$ cat src/rtl/display_timings_pkg.sv
// Shared display timing constants and helpers.
// Defaults describe 640x480@60 with 800x525 totals.
package display_timings_pkg;

  localparam int COORD_W = 10;

  localparam int H_ACTIVE_DEF = 640;
  localparam int H_FRONT_DEF  = 16;
  localparam int H_SYNC_DEF   = 96;
  localparam int H_BACK_DEF   = 48;

  localparam int V_ACTIVE_DEF = 480;
  localparam int V_FRONT_DEF  = 10;
  localparam int V_SYNC_DEF   = 2;
  localparam int V_BACK_DEF   = 33;

  localparam int SYNC_POL_DEF = 0;

  function automatic int sum4(
    input int a,
    input int b,
    input int c,
    input int d
  );
    return a + b + c + d;
  endfunction

  localparam int HA_BACK_PORCH = H_SYNC_DEF + H_BACK_DEF;
  localparam int VA_BACK_PORCH = V_SYNC_DEF + V_BACK_DEF;
  localparam int H_TOTAL = sum4(H_ACTIVE_DEF, H_FRONT_DEF,
                                H_SYNC_DEF, H_BACK_DEF);
  localparam int V_TOTAL = sum4(V_ACTIVE_DEF, V_FRONT_DEF,
                                V_SYNC_DEF, V_BACK_DEF);

  // true when v lies in [lo, lo+len)
  function automatic logic in_span(
    input logic [COORD_W-1:0] v,
    input int                 lo,
    input int                 len
  );
    return (int'(v) >= lo) && (int'(v) < lo + len);
  endfunction

endpackage

$ cat src/rtl/display_timing_gen_if.sv
// Video timing bundle: scan position, enables, syncs, strobes.
// Driven by the timing generator, consumed by render logic.
interface display_timing_gen_if;
  import display_timings_pkg::*;

  logic [COORD_W-1:0] sx;
  logic [COORD_W-1:0] sy;
  logic               de;
  logic               hsync;
  logic               vsync;
  logic               line_start;
  logic               frame_start;

  modport master (
    output sx, sy, de, hsync, vsync,
    output line_start, frame_start
  );

  modport slave (
    input sx, sy, de, hsync, vsync,
    input line_start, frame_start
  );
endinterface

$ cat src/rtl/display_timing_gen.sv
// Raster timing generator: one sx/sy counter pair with
// decode taken from the next position so all outputs align.
module display_timing_gen
  import display_timings_pkg::*;
#(
  parameter int H_ACTIVE = H_ACTIVE_DEF,
  parameter int H_FRONT  = H_FRONT_DEF,
  parameter int H_SYNC   = H_SYNC_DEF,
  parameter int H_BACK   = H_BACK_DEF,
  parameter int V_ACTIVE = V_ACTIVE_DEF,
  parameter int V_FRONT  = V_FRONT_DEF,
  parameter int V_SYNC   = V_SYNC_DEF,
  parameter int V_BACK   = V_BACK_DEF,
  parameter int SYNC_POL = SYNC_POL_DEF
) (
  input  logic                 clk_pix,
  input  logic                 rst_n,
  input  logic                 pix_ce,
  display_timing_gen_if.master vid
);

  localparam int H_TOT = sum4(H_ACTIVE, H_FRONT,
                              H_SYNC, H_BACK);
  localparam int V_TOT = sum4(V_ACTIVE, V_FRONT,
                              V_SYNC, V_BACK);
  localparam int HA_BP = H_SYNC + H_BACK;
  localparam int VA_BP = V_SYNC + V_BACK;

  localparam logic [COORD_W-1:0] H_LAST =
    COORD_W'(H_TOT - 1);
  localparam logic [COORD_W-1:0] V_LAST =
    COORD_W'(V_TOT - 1);
  localparam logic SYNC_ON = (SYNC_POL != 0);

  logic [COORD_W-1:0] sx_q;
  logic [COORD_W-1:0] sy_q;
  logic               de_q;
  logic               hs_q;
  logic               vs_q;
  logic               ls_q;
  logic               fs_q;

  logic               wrap_h;
  logic               wrap_v;
  logic [COORD_W-1:0] nx;
  logic [COORD_W-1:0] ny;

  always_comb begin
    wrap_h = (sx_q == H_LAST);
    wrap_v = (sy_q == V_LAST);
    nx     = sx_q + COORD_W'(1);
    ny     = sy_q;
    if (wrap_h) begin
      nx = '0;
      ny = wrap_v ? '0 : sy_q + COORD_W'(1);
    end
  end

  // reset parks at the last pixel so the first enable lands on (0,0)
  always_ff @(posedge clk_pix or negedge rst_n) begin
    if (!rst_n) begin
      sx_q <= H_LAST;
      sy_q <= V_LAST;
      de_q <= 1'b0;
      hs_q <= ~SYNC_ON;
      vs_q <= ~SYNC_ON;
      ls_q <= 1'b0;
      fs_q <= 1'b0;
    end else begin
      ls_q <= pix_ce && wrap_h;
      fs_q <= pix_ce && wrap_h && wrap_v;
      if (pix_ce) begin
        sx_q <= nx;
        sy_q <= ny;
        de_q <= in_span(nx, HA_BP, H_ACTIVE)
             && in_span(ny, VA_BP, V_ACTIVE);
        hs_q <= in_span(nx, 0, H_SYNC) ?
                SYNC_ON : ~SYNC_ON;
        vs_q <= in_span(ny, 0, V_SYNC) ?
                SYNC_ON : ~SYNC_ON;
      end
    end
  end

  assign vid.sx          = sx_q;
  assign vid.sy          = sy_q;
  assign vid.de          = de_q;
  assign vid.hsync       = hs_q;
  assign vid.vsync       = vs_q;
  assign vid.line_start  = ls_q;
  assign vid.frame_start = fs_q;

endmodule
$ cat src/flat_wrapper.sv
// flat-port wrapper written by rule: the top's interface ports become plain ports
module display_timing_gen_flat import display_timings_pkg::*;
#(
  parameter int H_ACTIVE = H_ACTIVE_DEF,
  parameter int H_FRONT  = H_FRONT_DEF,
  parameter int H_SYNC   = H_SYNC_DEF,
  parameter int H_BACK   = H_BACK_DEF,
  parameter int V_ACTIVE = V_ACTIVE_DEF,
  parameter int V_FRONT  = V_FRONT_DEF,
  parameter int V_SYNC   = V_SYNC_DEF,
  parameter int V_BACK   = V_BACK_DEF,
  parameter int SYNC_POL = SYNC_POL_DEF
)
  (clk_pix, rst_n, pix_ce, vid_sx, vid_sy, vid_de, vid_hsync, vid_vsync, vid_line_start, vid_frame_start);
  display_timing_gen_if vid_i ();
  input  logic clk_pix;
  input  logic rst_n;
  input  logic pix_ce;
  output wire logic [$bits(vid_i.sx)-1:0] vid_sx;
  output wire logic [$bits(vid_i.sy)-1:0] vid_sy;
  output wire logic [$bits(vid_i.de)-1:0] vid_de;
  output wire logic [$bits(vid_i.hsync)-1:0] vid_hsync;
  output wire logic [$bits(vid_i.vsync)-1:0] vid_vsync;
  output wire logic [$bits(vid_i.line_start)-1:0] vid_line_start;
  output wire logic [$bits(vid_i.frame_start)-1:0] vid_frame_start;
  assign vid_sx = vid_i.sx;
  assign vid_sy = vid_i.sy;
  assign vid_de = vid_i.de;
  assign vid_hsync = vid_i.hsync;
  assign vid_vsync = vid_i.vsync;
  assign vid_line_start = vid_i.line_start;
  assign vid_frame_start = vid_i.frame_start;
  display_timing_gen #(.H_ACTIVE(H_ACTIVE), .H_FRONT(H_FRONT), .H_SYNC(H_SYNC), .H_BACK(H_BACK), .V_ACTIVE(V_ACTIVE), .V_FRONT(V_FRONT), .V_SYNC(V_SYNC), .V_BACK(V_BACK), .SYNC_POL(SYNC_POL)) u_core (.clk_pix(clk_pix), .rst_n(rst_n), .pix_ce(pix_ce), .vid(vid_i));
endmodule
$ cat config.mk
export PLATFORM = sky130hd
export DESIGN_NAME = display_timing_gen_flat
export DESIGN_NICKNAME = d
export VERILOG_FILES = /design/src/rtl/display_timings_pkg.sv /design/src/rtl/display_timing_gen_if.sv /design/src/rtl/display_timing_gen.sv /design/src/flat_wrapper.sv
export SDC_FILE = /design/constraint.sdc
export NUM_CORES = 1
export LEC_CHECK = 0
export CAP_MARGIN = 5
export CORE_ASPECT_RATIO = 0.6
export CORE_MARGIN = 5
export CORE_UTILIZATION = 40
export CTS_CLUSTER_DIAMETER = 60
export DETAILED_ROUTE_END_ITERATION = 8
export PLACE_DENSITY = 0.72
export REMOVE_ABC_BUFFERS = 1
export SLEW_MARGIN = 20
export SYNTH_ARGS = -nofsm -noshare
export SYNTH_HDL_FRONTEND = slang
export SYNTH_SLANG_ARGS = --single-unit
export TNS_END_PERCENT = 10
$ cat constraint.sdc
create_clock -name clk_pix -period 4.92 [get_ports clk_pix]
set_input_delay 0.492 -clock clk_pix [delete_from_list [all_inputs] [get_ports clk_pix]]
set_output_delay 0.492 -clock clk_pix [all_outputs]
set_load 0.01 [all_outputs]
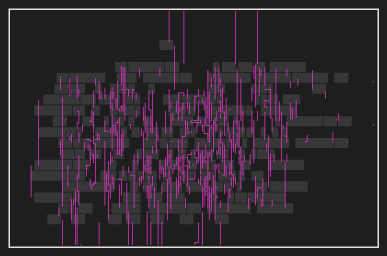
m2.png
(4 px per µm) Cells faint in the background.
The longest straight run is 27.2 µm. 157 nets have wire on it.
routed wire length: 3.775 mm
overall via count from detail_route: 1430
global routing met2 resource utilization: 17.63%

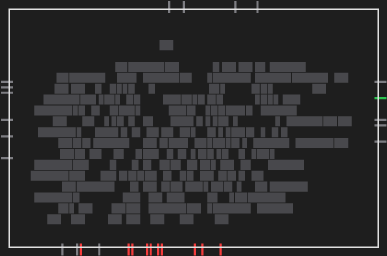
pinout.png
(4 px per µm) Pins as bars across the die edge, other pins in gray.
vid_sx: drawn in red, pins 10, direction output, edge bottom. vid_line_start: drawn in green, pins 1, direction output, edge right.
y dimension of the die: 59.11 µm
input/output buffers: 27
Horiz. Die Dim: 91.85 µm

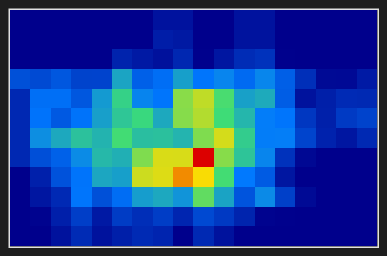
route_heat.png
(4 px per µm) The die is cut into 18 by 12 equal tiles; dark blue is low, red is high, scaled to the fullest tile. Values are wire area over tile area, all layers added.
The fullest tile reaches 0.69. The densest ninth of the die: middle. 9.3% of the tiles are over half the peak. The mean over all tiles is 0.12. 34% of the tiles are nearly empty.

==> commit_impl_results.txt <==
Update PnR metrics after Yosys + OpenROAD run

- Result of the run: finished, final reports clean
* Top flip-flop cell by instance count after synthesis: sky130_fd_sc_hd__dfrtp_1
* Kind of capture point of the worst setup path: flip-flop
- The routed layout reports a DRC error count of 0.
* Number of setup buffers added after CTS: 0
- In this run the core area contains 17 standard-cell rows.
* Fraction of power consumed by the clock network: 21.4%
- Filler cell count in the final layout: between 300 and 400
- VDD sags by at most 153.0 µV.
- Register area share after synthesis: 39.84%
* RSZ-0062 raised after global routing: no
- Floorplan die area: 5429 µm²
- Per report_power, the combinational group accounts for 27.3% of the total.
* Combined area of the multi-input logic cells: 902.1 µm²
- Summing every instance area after synthesis gives 1608 µm².
- Share of the cycle needed by the critical path after routing: 55.88%
- Number of failing setup endpoints in the final timing report: 0
- Summed over all sequential cells, the power is approximately 300 µW.
* Length in cells of the worst reg-to-reg path: 7
- A synthesized cell averages approximately 9 µm².
* GRT Total Usage: 14.64%
* Top area contributor share: 20.23%
* Top power group: registers
- Worst-case hold slack: ~0.49 ns
* Clock tree from TritonCTS: done
- Layout net count: approximately 210
- ANT cells: 0
* Cell count after synthesis: 178
- Sequential cell fraction of total power: 51.4%
- The initial antenna violation count is 0.
* Cts bufs inserted: 3
- In this run the layout overhead on the synthesized area is reported as 21.17%.
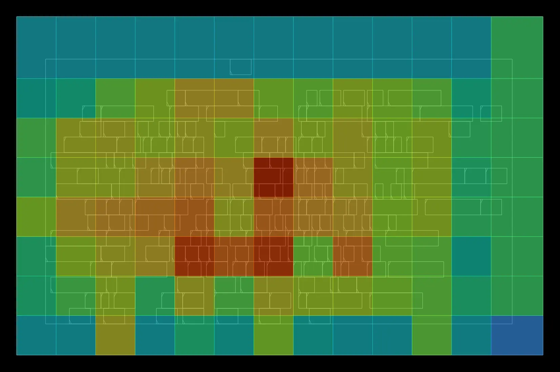
congestion_map.png
wire length per cell after detailed routing: 15.28 µm
highest-utilization routing layer at the global route stage: met1
final cell utilization of the core: 51.74%

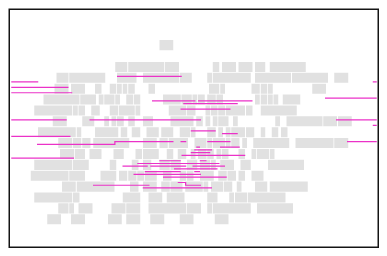
m3.png
(4 px per µm) Cells faint in the background.
The layer holds 11% of the routed length. The longest straight run is 27.6 µm.
met3 Usage GRT: 5.838%

layer usage:
layer  track usage [%]  vias to the layer above  wire length [µm]  share of wire (%)
met5                 0                        -                 0                  0
met3             5.838                        7               422                 11
met2             17.63                       67              1346                 36
met1             23.23                      656              1968                 52
li1                  -                      700                 -                  -
met4             3.171                        0                38                1.0
flip-flops by register name (all words and copies together), names as in the netlist:
signal / flops
u_core.vid.de: 1
u_core.vid.hsync: 1
u_core.vid.frame_start: 1
u_core.vid.sx: 10
u_core.vid.vsync: 1
u_core.vid.line_start: 1
u_core.vid.sy: 10
cells in the final DEF (no fill, tap or decap), types with 4 or more instances in the layout:
| master | n |
|---|---|
| sky130_fd_sc_hd__ha_1 | 4 |
| sky130_fd_sc_hd__inv_1 | 5 |
| sky130_fd_sc_hd__clkdlybuf4s50_1 | 27 |
| sky130_fd_sc_hd__nor3_1 | 6 |
| sky130_fd_sc_hd__a21oi_1 | 5 |
| sky130_fd_sc_hd__mux2_2 | 4 |
| sky130_fd_sc_hd__o21ai_0 | 4 |
| sky130_fd_sc_hd__nand2_1 | 15 |
| sky130_fd_sc_hd__nor2_1 | 17 |
| sky130_fd_sc_hd__nand4_1 | 6 |
| sky130_fd_sc_hd__dfstp_2 | 12 |
| sky130_fd_sc_hd__dfrtp_1 | 13 |
| sky130_fd_sc_hd__o21ai_1 | 5 |
| sky130_fd_sc_hd__nand3_1 | 12 |
| sky130_fd_sc_hd__xnor2_1 | 7 |
| sky130_fd_sc_hd__o31ai_1 | 7 |
stage by stage:
step | instance area (µm²) | instances
2_1_floorplan | 1565 | 168
3_3_place_gp | 1902 | 243
3_5_place_dp | 1902 | 243
4_1_cts | 1948 | 247
5_1_grt | 1948 | 247
6_report | 1948 | 247
layout make-up:
class | instances | share of cell area, %
clock buffer | 3 | 2.119
tap | 47 | 3.019
clock inverter | 1 | 0.2569
timing repair buffer | 28 | 14.26
multi-input combinational | 137 | 46.31
inverter | 6 | 1.156
sequential | 25 | 32.88
final timing paths:
path | startpoint | end | slack, ns
min reg2reg | u_core.vid.hsync$_DFFE_PN1P_ | u_core.vid.hsync$_DFFE_PN1P_ | 0.49
max in group asynchronous | rst_n | u_core.vid.sy[2]$_DFFE_PN1P_ | 4.06
max | u_core.vid.sx[0]$_DFFE_PN1P_ | u_core.vid.de$_DFFE_PN0P_ | 2.17
max reg2reg | u_core.vid.sx[0]$_DFFE_PN1P_ | u_core.vid.de$_DFFE_PN0P_ | 2.17
min | u_core.vid.hsync$_DFFE_PN1P_ | u_core.vid.hsync$_DFFE_PN1P_ | 0.49
min in group asynchronous | rst_n | u_core.vid.sy[6]$_DFFE_PN0P_ | 0.57
worst reg2reg max path, delay by kind of cell, from the launching register on:
kind | cells | cell delay, ns
DFF | 1 | 0.62
adders and majority gates | 1 | 0.25
AOI/OAI and AO/OA | 2 | 0.29
and+or+nand+nor | 4 | 1.52
cells by family (layout without fill, tap and decap cells):
group,after synthesis,after routing
fa+ha+maj,4,4
simple gates,79,79
flops,25,25
compound gates,39,39
mux,6,6
xor+xnor,9,9
buf+inv,16,38
No activity file was given, so power comes from the tool's default toggle rates.
